## config.mk

```make
export PLATFORM = sky130hd
export DESIGN_NAME = free_list
export DESIGN_NICKNAME = d
export VERILOG_FILES = /design/src/rtl/free_list_pkg.sv /design/src/rtl/free_list.sv
export SDC_FILE = /design/constraint.sdc
export NUM_CORES = 1
export LEC_CHECK = 0
export ABC_AREA = 1
export CAP_MARGIN = 20
export CORE_AREA = 4 4 166 168
export CTS_BUF_LIST = sky130_fd_sc_hd__clkbuf_16
export CTS_CLUSTER_SIZE = 30
export DETAILED_ROUTE_END_ITERATION = 10
export DIE_AREA = 0 0 170 172
export GPL_TIMING_DRIVEN = 0
export PLACE_DENSITY = 0.59
export SYNTH_ARGS = -nofsm -noshare
export SYNTH_HDL_FRONTEND = slang
export SYNTH_SLANG_ARGS = --single-unit
```

## constraint.sdc

```tcl
create_clock -name CLK -period 10.9 [get_ports CLK]
set_input_delay 3.27 -clock CLK [delete_from_list [all_inputs] [get_ports CLK]]
set_output_delay 3.27 -clock CLK [all_outputs]
set_load 0.005 [all_outputs]
```

## src/rtl/free_list_pkg.sv

```systemverilog
// Shared rename-stage constants: physical/architectural register counts,
// free-list depth and physical register ID width. Also used by the rename
// table and the retirement table.
package free_list_pkg;

    localparam int unsigned RN_NUM_PHYS = 64;  // physical registers
    localparam int unsigned RN_NUM_ARCH = 34;  // architectural registers incl. HI/LO
    localparam int unsigned RN_DEPTH    = 32;  // free-list entries (power of two)
    localparam int unsigned RN_PHYS_W   = 6;   // physical register ID width

    typedef logic [RN_PHYS_W-1:0] phys_id_t;

endpackage

```

## src/rtl/free_list.sv

```systemverilog
// Physical register free list for the rename stage.
//
// Circular buffer of physical register IDs with a speculative head (rptr),
// a committed head (cptr) and a tail (wptr). Rename allocates from rptr,
// retirement advances cptr and returns old mappings at wptr, and a flush
// rewinds rptr to cptr so that speculatively allocated IDs become free again.
//
// Ports:
//   CLK             clock, rising edge
//   RESET           asynchronous active-high reset; loads the reset image
//   ALLOC_IN        rename consumes the head ID this cycle
//   STALL_IN        rename stalled; masks ALLOC_IN
//   RELEASE_IN      retirement returns RELEASE_ID_IN to the tail
//   RELEASE_ID_IN   physical ID being returned
//   COMMIT_ALLOC_IN retiring instruction held an allocated destination
//   FLUSH_IN        recovery; rewinds speculative head to committed head
//   RegID_OUT       head entry, combinational from storage
//   EMPTY_OUT       no free ID available
//   FREE_COUNT_OUT  number of free IDs
//   OVERFLOW_OUT    sticky: release attempted while full
module free_list
    import free_list_pkg::*;
#(
    parameter int unsigned NUM_PHYS = RN_NUM_PHYS,
    parameter int unsigned NUM_ARCH = RN_NUM_ARCH,
    parameter int unsigned DEPTH    = RN_DEPTH
) (
    input  logic                 CLK,
    input  logic                 RESET,
    input  logic                 ALLOC_IN,
    input  logic                 STALL_IN,
    input  logic                 RELEASE_IN,
    input  logic [RN_PHYS_W-1:0] RELEASE_ID_IN,
    input  logic                 COMMIT_ALLOC_IN,
    input  logic                 FLUSH_IN,
    output logic [RN_PHYS_W-1:0] RegID_OUT,
    output logic                 EMPTY_OUT,
    output logic [RN_PHYS_W-1:0] FREE_COUNT_OUT,
    output logic                 OVERFLOW_OUT
);

    localparam int unsigned IDX_W     = $clog2(DEPTH);
    localparam int unsigned PTR_W     = IDX_W + 1;  // index plus wrap bit
    localparam int unsigned INIT_FREE = NUM_PHYS - NUM_ARCH;

    typedef logic [PTR_W-1:0] ptr_t;

    phys_id_t mem_q [DEPTH];
    ptr_t     rptr_q, rptr_d;
    ptr_t     cptr_q, cptr_d;
    ptr_t     wptr_q, wptr_d;
    logic     ovf_q, ovf_d;

    ptr_t     count;
    logic     empty;
    logic     full;
    logic     grant;
    logic     rel_ok;

    always_comb begin
        // Modular difference; the wrap bit disambiguates full from empty.
        count  = wptr_q - rptr_q;
        empty  = (count == '0);
        full   = (count == ptr_t'(DEPTH));
        grant  = ALLOC_IN & ~STALL_IN & ~empty & ~FLUSH_IN;
        rel_ok = RELEASE_IN & ~full;

        cptr_d = COMMIT_ALLOC_IN ? cptr_q + ptr_t'(1) : cptr_q;

        // Flush rewinds to the committed head including this cycle's commit.
        if (FLUSH_IN) begin
            rptr_d = cptr_d;
        end else if (grant) begin
            rptr_d = rptr_q + ptr_t'(1);
        end else begin
            rptr_d = rptr_q;
        end

        wptr_d = rel_ok ? wptr_q + ptr_t'(1) : wptr_q;
        ovf_d  = ovf_q | (RELEASE_IN & full);
    end

    always_ff @(posedge CLK or posedge RESET) begin
        if (RESET) begin
            rptr_q <= '0;
            cptr_q <= '0;
            wptr_q <= ptr_t'(INIT_FREE);
            ovf_q  <= 1'b0;
        end else begin
            rptr_q <= rptr_d;
            cptr_q <= cptr_d;
            wptr_q <= wptr_d;
            ovf_q  <= ovf_d;
        end
    end

    // Register array rather than RAM so the reset image can be loaded.
    always_ff @(posedge CLK or posedge RESET) begin
        if (RESET) begin
            for (int i = 0; i < int'(DEPTH); i++) begin
                mem_q[i] <= (i < int'(INIT_FREE)) ? phys_id_t'(int'(NUM_ARCH) + i) : '0;
            end
        end else if (rel_ok) begin
            mem_q[wptr_q[IDX_W-1:0]] <= RELEASE_ID_IN;
        end
    end

    // Head is driven even when empty; consumers gate on EMPTY_OUT.
    assign RegID_OUT      = mem_q[rptr_q[IDX_W-1:0]];
    assign EMPTY_OUT      = empty;
    assign FREE_COUNT_OUT = RN_PHYS_W'(count);
    assign OVERFLOW_OUT   = ovf_q;

endmodule

```

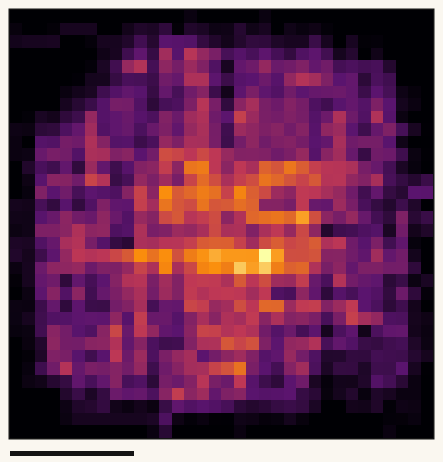
**Above:** routed metal per tile.
The bar under the picture is 50 µm long. The die is cut into 34 by 34 equal tiles; black is low, pale yellow is high, scaled to the fullest tile. Values are wire area over tile area, all layers added.
tiles over half the peak: 11%
mean over tiles: 0.23
densest ninth of the die: center
emptiest ninth of the die: upper left

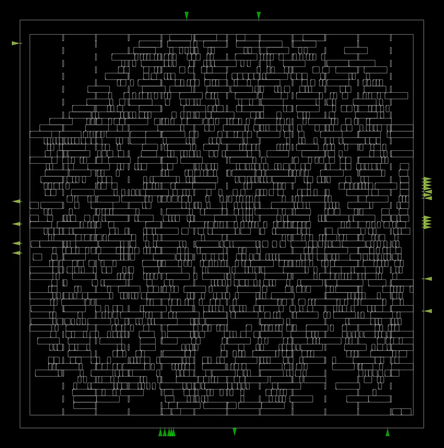
**Above:** cell placement.
FILL cells: 2567
Tapcells: 335
Flop Count: 211
final design utilization: 0.503
CORE AREA: 0.0259 mm²

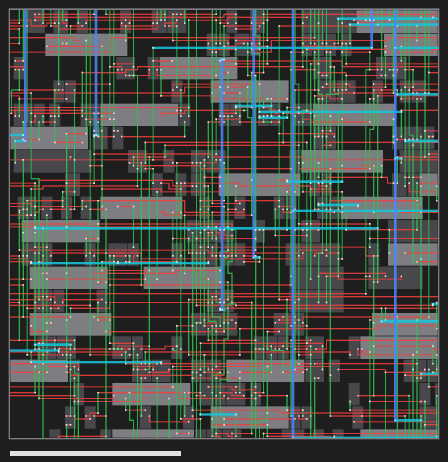
**Above:** close-up of the layout.
The bar under the picture is 20 µm long. Region (18, 18) to (68, 68) µm. Cells in gray, sequential cells in the stronger gray; small squares are vias.
| layer | color |
|---|---|
| metal 1 | red |
| metal 3 | cyan |
| metal 4 | blue |
| metal 2 | green |
most frequent: nand2_1 (49), nand4_1 (22), nor2_1 (18)
sequential cells in the window: 23
netlist names of flops here include: mem_q (23)
cells with their middle in the window: 160

==> changes_impl.md <==
### Physical design

- R2r worst-path depth: 15
- Global-route wire length before repair: ~64 mm
- Std-Cell Rows: 59
- Top cells by count: nand2_1, nand4_1, nor2_1, dfstp_2, o21ai_0
- Crit share post-route: 0.653
- CTS sink cnt: roughly 210
- Top-count cell post-synth: nand2_1
- Endpoints failing setup: 0
- Hold Vio Cnt, Final: 0
- Worst IR drop on VDD: around 0.19 mV
- Crit end category: output port
- CP Launch Point: rptr_q[1]$_DFFE_PP0P_
- Final slew viol count: 0
- Status: complete, no violations
- CP max FO: 10
- CP max stage delay: about 550 ps
- Maximum clock rate: about 140 MHz
- TritonCTS clock tree: yes
- Most frequent logic cell in the layout: nand2_1
- Switching pwr: 1.65 mW
- Kind of cell adding the most delay to the critical path: buffers and inverters
- Die width: 170 µm
- Hold_buf cts: 0
- Vias/cell: just under 6
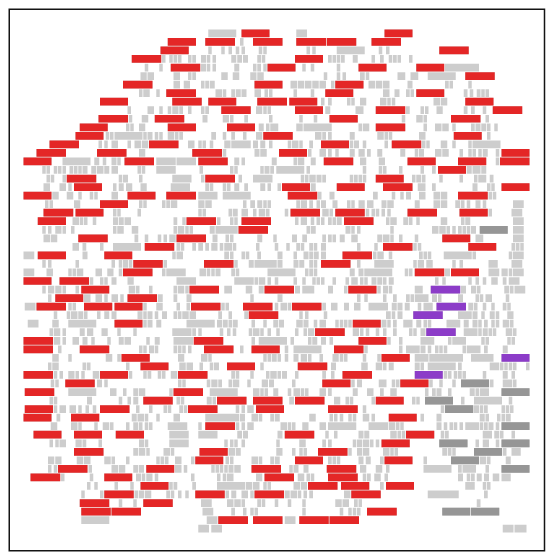
**Above:** sequential cells colored by netlist name.
Other sequential cells in the stronger gray, the rest of the logic in the fainter gray.
| name in the netlist | color | placed flops | where |
|---|---|---|---|
| mem_q | red | 192 | spread over the die |
| wptr_q | purple | 6 | middle right |

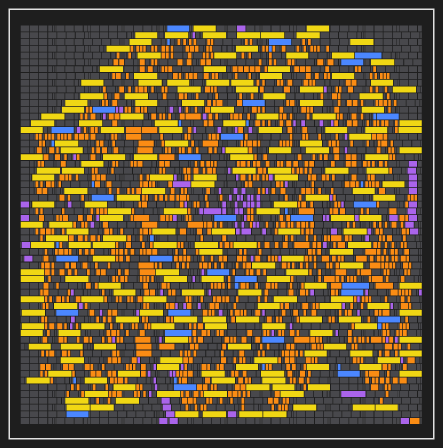
**Above:** placement by cell class.
Fill, decap, tap and diode cells in gray.
| class | color | cells | share of their area |
|---|---|---|---|
| clock drivers and dummy loads | blue | 45 | 6.2% |
| remaining buffers and delay cells | purple | 135 | 6.0% |
| sequential cells | yellow | 211 | 43% |
| combinational and other logic | orange | 1165 | 45% |

==> cell type report <==
type                            instances  area [µm²]
Inverter                               36         143
Clock buffer                           25         626
Timing Repair Buffer                   24         258
Clock inverter                         20         158
Fill cell                            2567       12900
Tap cell                              335         419
Multi-Input combinational cell       1129        5510
Sequential cell                       211        5420
Buffer                                111         502
==> flip-flops by register name, summed over array words and instances (netlist names) <==
register      count
wptr_q            6
mem_q           192
cptr_q            6
OVERFLOW_OUT      1
rptr_q            6
==> per-layer routing <==
metal  wire (µm)  GRT usage  vias to the layer above  share of wire
li1            -          -                     5167              -
met3        3210     0.0462                      116          0.078
met1       17800      0.394                     5436           0.43
met4        1800      0.119                        0          0.044
met2       18400      0.444                      481           0.45
met5           0          0                        -              0
==> how the worst min path moves through the flow <==
stage / start / end / cells past startpoint
floorplan: mem_q[10]$_DFFE_PP0P_ / mem_q[10]$_DFFE_PP0P_ / 2
global placement: mem_q[55]$_DFFE_PP0P_ / mem_q[55]$_DFFE_PP0P_ / 2
detailed placement: mem_q[180]$_DFFE_PP1P_ / mem_q[180]$_DFFE_PP1P_ / 2
CTS: mem_q[180]$_DFFE_PP1P_ / mem_q[180]$_DFFE_PP1P_ / 2
global route: mem_q[158]$_DFFE_PP1P_ / mem_q[158]$_DFFE_PP1P_ / 2
finish: mem_q[137]$_DFFE_PP1P_ / mem_q[137]$_DFFE_PP1P_ / 2
==> per-stage QoR <==
step	setup TNS, ps	hold slack [ps]	power (mW)	cells
2_1_floorplan	0	437	2.33	1487
3_3_place_gp	-110050	448	2.96	1845
3_5_place_dp	0	451	2.98	1846
4_1_cts	0	460	3.81	1891
5_1_grt	0	470	4.09	1891
6_report	0	460	3.85	1891
==> worst min-delay path, stage by stage, from the launching register on <==
cell,delay [ps]
dfstp_2,360
nand2_1,50
nand2_1,40
==> cells by family (layout without fill, tap and decap cells) <==
logic type / Yosys count / in the layout / synth area share
AND/OR/NAND/NOR: 946 / 946 / 0.380
flip-flops: 211 / 211 / 0.469
AND-OR/OR-AND: 162 / 162 / 0.0762
buffers and inverters: 147 / 216 / 0.0550
adder cells (fa/ha/maj): 12 / 12 / 0.0136
XOR/XNOR: 9 / 9 / 0.00681
==> power by group through the flow <==
stage	clock (mW)	combinational, mW	sequential (mW)
floorplan	0	1.06	1.27
global placement	0	1.65	1.32
detailed placement	0	1.66	1.32
CTS	0.832	1.67	1.31
global route	0.864	1.87	1.35
finish	0.823	1.71	1.32
Power and IR drop assume default switching activity.
